## src/rtl/fetch_unit_pkg.sv

```systemverilog
// Shared definitions for the instruction fetch unit.
// Contents:
//   - FSM state encoding
//   - bit positions of the RISC-V opcode/func fields inside an instruction word
//   - the canonical NOP (addi x0, x0, 0)
//   - the default reset PC
package fetch_unit_pkg;

  typedef enum logic [1:0] {
    ST_FETCH = 2'd0,
    ST_EXEC  = 2'd1,
    ST_HALT  = 2'd2
  } fetch_state_e;

  localparam int OPCODE_LSB = 0;
  localparam int OPCODE_MSB = 6;
  localparam int FUNC3_LSB  = 12;
  localparam int FUNC3_MSB  = 14;
  localparam int FUNC7_LSB  = 25;
  localparam int FUNC7_MSB  = 31;

  localparam logic [31:0] NOP_INSTR        = 32'h0000_0013;
  localparam logic [31:0] DEFAULT_RESET_PC = 32'h0000_0000;

endpackage

```

## src/rtl/fetch_unit_pc_reg.sv

```systemverilog
// pc_reg: 32-bit program counter register.
// Ports:
//   clk   - clock, rising edge
//   rst   - synchronous active-low reset, loads RESET_VAL
//   load  - when high, pc_q takes pc_d at the next edge
//   pc_d  - next PC value
//   pc_q  - current PC
module pc_reg #(
  parameter logic [31:0] RESET_VAL = 32'h0000_0000
) (
  input  logic        clk,
  input  logic        rst,
  input  logic        load,
  input  logic [31:0] pc_d,
  output logic [31:0] pc_q
);

  always_ff @(posedge clk) begin
    if (!rst) begin
      pc_q <= RESET_VAL;
    end else if (load) begin
      pc_q <= pc_d;
    end
  end

endmodule

```

## src/rtl/fetch_unit.sv

```systemverilog
// fetch_unit: single-outstanding-request instruction fetch stage.
// Requests the word at PC, captures it into Instr, presents it to execute
// (instr_valid) until it is consumed (stall low), then advances PC to
// PC+4 or to the redirect target. Memory timeouts and misaligned redirect
// targets park the unit in HALT with a sticky fetch_err until reset.
// Ports:
//   clk, rst (sync, active-low)
//   imem_req/imem_addr out, imem_ack/imem_rdata in  - instruction memory
//   Instr, Opcode, func3, func7                      - fetched word + fields
//   instr_valid, PC, PCPlus4                         - to execute stage
//   PCSrc, PCTarget, stall                           - from control
//   fetch_err                                        - sticky error flag
module fetch_unit
  import fetch_unit_pkg::*;
#(
  parameter logic [31:0] RESET_PC = DEFAULT_RESET_PC,
  parameter int          TIMEOUT  = 15
) (
  input  logic        clk,
  input  logic        rst,
  output logic        imem_req,
  output logic [31:0] imem_addr,
  input  logic        imem_ack,
  input  logic [31:0] imem_rdata,
  output logic [31:0] Instr,
  output logic [6:0]  Opcode,
  output logic [2:0]  func3,
  output logic [6:0]  func7,
  output logic        instr_valid,
  output logic [31:0] PC,
  output logic [31:0] PCPlus4,
  input  logic        PCSrc,
  input  logic [31:0] PCTarget,
  input  logic        stall,
  output logic        fetch_err
);

  localparam int CW = $clog2(TIMEOUT + 1);

  fetch_state_e  state_q, state_d;
  logic [CW-1:0] wait_q, wait_d;
  logic          err_q, err_d;
  logic [31:0]   instr_q, instr_d;
  // Low for the first cycle out of reset so the first request is issued
  // only after rst has been seen released at a clock edge.
  logic          started_q, started_d;

  logic          pc_load;
  logic [31:0]   pc_next;
  logic [31:0]   pc_q;
  logic [31:0]   pc_plus4;

  pc_reg #(
    .RESET_VAL (RESET_PC)
  ) u_pc_reg (
    .clk  (clk),
    .rst  (rst),
    .load (pc_load),
    .pc_d (pc_next),
    .pc_q (pc_q)
  );

  // Wraps modulo 2^32 naturally.
  assign pc_plus4 = pc_q + 32'd4;

  always_comb begin
    state_d   = state_q;
    wait_d    = wait_q;
    err_d     = err_q;
    instr_d   = instr_q;
    started_d = 1'b1;
    pc_load   = 1'b0;
    pc_next   = pc_plus4;

    case (state_q)
      ST_FETCH: begin
        if (started_q) begin
          // Ack is checked first so an ack on the timeout cycle still wins.
          if (imem_ack) begin
            instr_d = imem_rdata;
            wait_d  = '0;
            state_d = ST_EXEC;
          end else if (wait_q == CW'(TIMEOUT - 1)) begin
            err_d   = 1'b1;
            state_d = ST_HALT;
          end else begin
            wait_d = wait_q + CW'(1);
          end
        end
      end
      ST_EXEC: begin
        if (!stall) begin
          if (PCSrc && (PCTarget[1:0] != 2'b00)) begin
            err_d   = 1'b1;
            state_d = ST_HALT;
          end else begin
            pc_load = 1'b1;
            pc_next = PCSrc ? PCTarget : pc_plus4;
            wait_d  = '0;
            state_d = ST_FETCH;
          end
        end
      end
      ST_HALT: begin
        state_d = ST_HALT;
      end
      default: begin
        state_d = ST_HALT;
        err_d   = 1'b1;
      end
    endcase
  end

  always_ff @(posedge clk) begin
    if (!rst) begin
      state_q   <= ST_FETCH;
      wait_q    <= '0;
      err_q     <= 1'b0;
      instr_q   <= NOP_INSTR;
      started_q <= 1'b0;
    end else begin
      state_q   <= state_d;
      wait_q    <= wait_d;
      err_q     <= err_d;
      instr_q   <= instr_d;
      started_q <= started_d;
    end
  end

  assign imem_req    = started_q && (state_q == ST_FETCH);
  assign imem_addr   = pc_q;
  assign instr_valid = (state_q == ST_EXEC);
  assign fetch_err   = err_q;
  assign Instr       = instr_q;
  assign Opcode      = instr_q[OPCODE_MSB:OPCODE_LSB];
  assign func3       = instr_q[FUNC3_MSB:FUNC3_LSB];
  assign func7       = instr_q[FUNC7_MSB:FUNC7_LSB];
  assign PC          = pc_q;
  assign PCPlus4     = pc_plus4;

endmodule

```

## config.mk

```make
export PLATFORM = sky130hd
export DESIGN_NAME = fetch_unit
export DESIGN_NICKNAME = d
export VERILOG_FILES = /design/src/rtl/fetch_unit_pkg.sv /design/src/rtl/fetch_unit_pc_reg.sv /design/src/rtl/fetch_unit.sv
export SDC_FILE = /design/constraint.sdc
export NUM_CORES = 1
export LEC_CHECK = 0
export CAP_MARGIN = 20
export CORE_MARGIN = 1
export CORE_UTILIZATION = 39
export CTS_BUF_LIST = sky130_fd_sc_hd__clkbuf_16
export DETAILED_ROUTE_END_ITERATION = 10
export PLACE_DENSITY_LB_ADDON = 0.1
export SLEW_MARGIN = 0
export SYNTH_ARGS = -nofsm -noshare
export SYNTH_HDL_FRONTEND = slang
export SYNTH_SLANG_ARGS = --single-unit
export TNS_END_PERCENT = 100
```

## constraint.sdc

```tcl
create_clock -name clk -period 2.2 [get_ports clk]
set_input_delay 0.55 -clock clk [delete_from_list [all_inputs] [get_ports clk]]
set_output_delay 0.55 -clock clk [all_outputs]
set_load 0.01 [all_outputs]
```

==> deck_impl_summary.md <==
Synthesis and Place & Route Summary

Global routing
  – Initial antenna violation count: 0

Pwr
  – Sw Share: about a quarter
  – Sequential fraction of design power: 40.3%
  – Leak pwr: roughly 3.0 nW
  – Clock power share: between 40% and 50%
  – Total internal power: around 2.5 mW

Logic synthesis
  – Commonest flop: dfxtp_1
  – Yosys top cell area share: 36.71%
  – Cells after Synth: slightly below 500
  – Synthesized Nets: 562
  – Yosys reg bits: slightly above 70
  – Seq share, synth: a little under two fifths
  – Count leader, synth: nand2_1
  – Yosys stat chip area: a little under 4000 um2
  – Syn_area_per_cell: around 8 um2

Flow run
  – Tool warnings: 29
  – Max-cap check violation count: 0

Floorplan
  – Width of the die: ~100 um

STA
  – Layout Skew: 7.661 ps
  – Count of final setup violators: 23
  – Tcrit/Tclk final: 113.5%
  – Final Hold Fails: 0
  – Final worst setup slack: -297.4 ps

Route
  – Initial DRC Count: 184
  – First drt pass iteration count: 4
  – Vias per cell: a little over 5
  – # DRC: 0
  – Routed WL per cell: approximately 16 um

Clock tree
  – CTS Root Cell: clkbuf_16
  – Post-CTS Setup Bufs: 17
  – Clock tree sinks: between 70 and 80
  – CTS Buf Count: 9
  – CTS tree: yes
  – Late-Pin Clk Latency: around 340 ps

Min path
  – Hold path cells: 2
  – Hold path start: Instr[9]

Critical path
  – Crit-path max FO: 3
  – Critical path startpoint category: flip-flop
  – Crit path from: u_pc_reg.pc_q[5]
  – Crit end category: output port
  – R2R depth: 11
  – Crit. path cell count: 7

Place
  – DP Cell Count: 845
  – Number of I/O port buffers: 216
  – Placer Congestion: 0.8354

Finish
  – Sequential share of cell area: between 20% and 30%
  – Clock Buffer Count: 9
  – Syn-to-layout area delta: 85.34%

Status
  – Violated checks: negative setup slack
  – Outcome: finished, violations left
==> stage by stage <==
stage | area (um2) | setup slack (ps) | hold slack (ps) | power [mW]
5_1_grt | 7277 | -360.9 | 470.6 | 3.536
2_1_floorplan | 3945 | 1.265 | 456.5 | 1.619
4_1_cts | 6965 | -223.4 | 459.4 | 3.430
3_3_place_gp | 6457 | -282.5 | 442.0 | 1.934
6_report | 7277 | -297.4 | 456.2 | 3.417
3_5_place_dp | 6457 | -321.0 | 449.4 | 1.944
==> sequential cells by signal, summed over array words and instances, names as in the netlist <==
name	count
state_q	2
Instr	32
wait_q	4
started_q	1
fetch_err	1
u_pc_reg.pc_q	32
==> layer usage <==
metal	vias up	share of wire, %
met1	2153	40
met2	191	51
met3	36	6.1
met4	0	3.0
met5	-	0
li1	2203	-
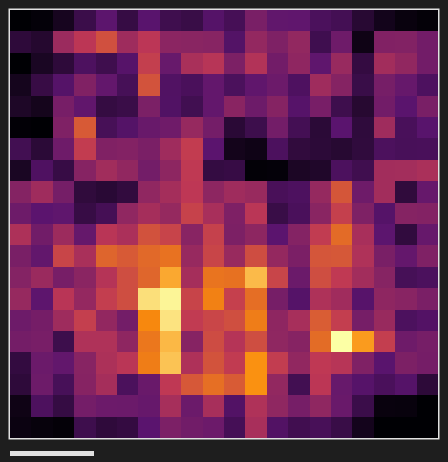
(images/wire_density.png)
Scale bar: 20 um. 20 x 20 tiles, from black (low) to pale yellow (high), scaled to the fullest tile. Values are wire area over tile area, all layers added.
3.5% of the tiles are nearly empty. The densest ninth of the die: south. 18% of the tiles are over half the peak.

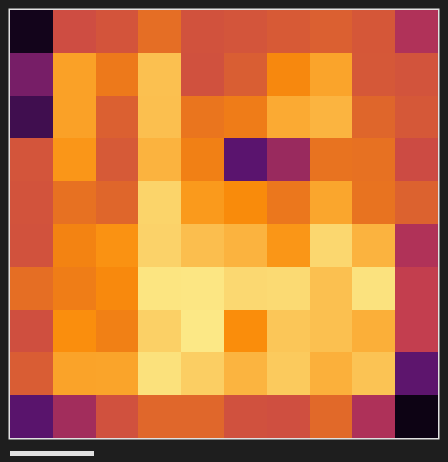
(images/density.png)
Scale bar: 20 um. 10 x 10 tiles, from black (low) to pale yellow (high), 0 to 100% covered.
40% of the tiles are over 75% full. The fullest tile reaches 95%. The mean over all tiles is 68%. The emptiest ninth of the die: north-west.

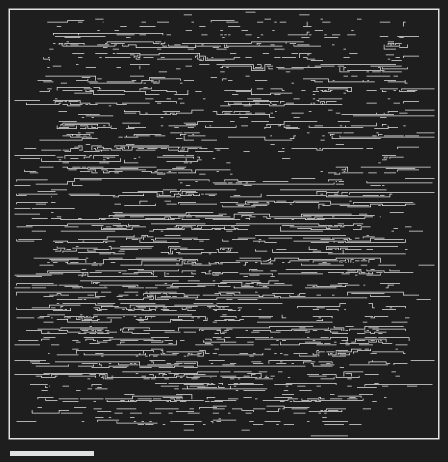
(images/met1.png)
Scale bar: 20 um.
717 nets have wire on it. The layer holds 40% of the routed length. The wires run mostly horizontal. The layer carries 5840 um of wire. The longest straight run is 28.5 um.

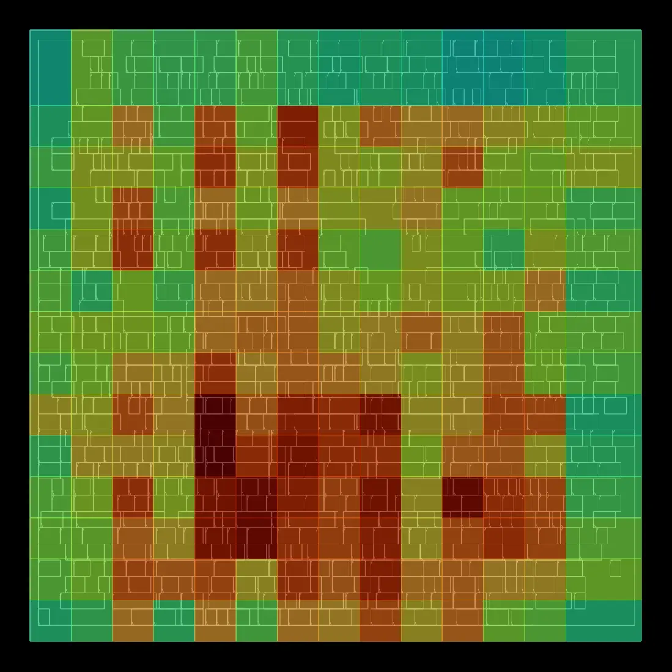
(images/final_congestion.png)
M1 GR Usage: 30.77%
met2 GRT Util: 44.91%

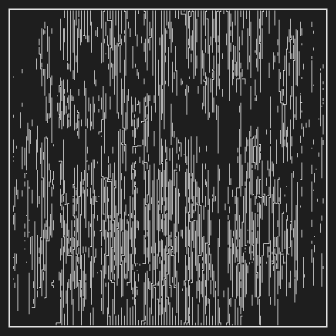
(images/met2.png)
The longest straight run is 38.3 um. The wires run mostly vertical.

No activity file was given, so power comes from the tool's default toggle rates.
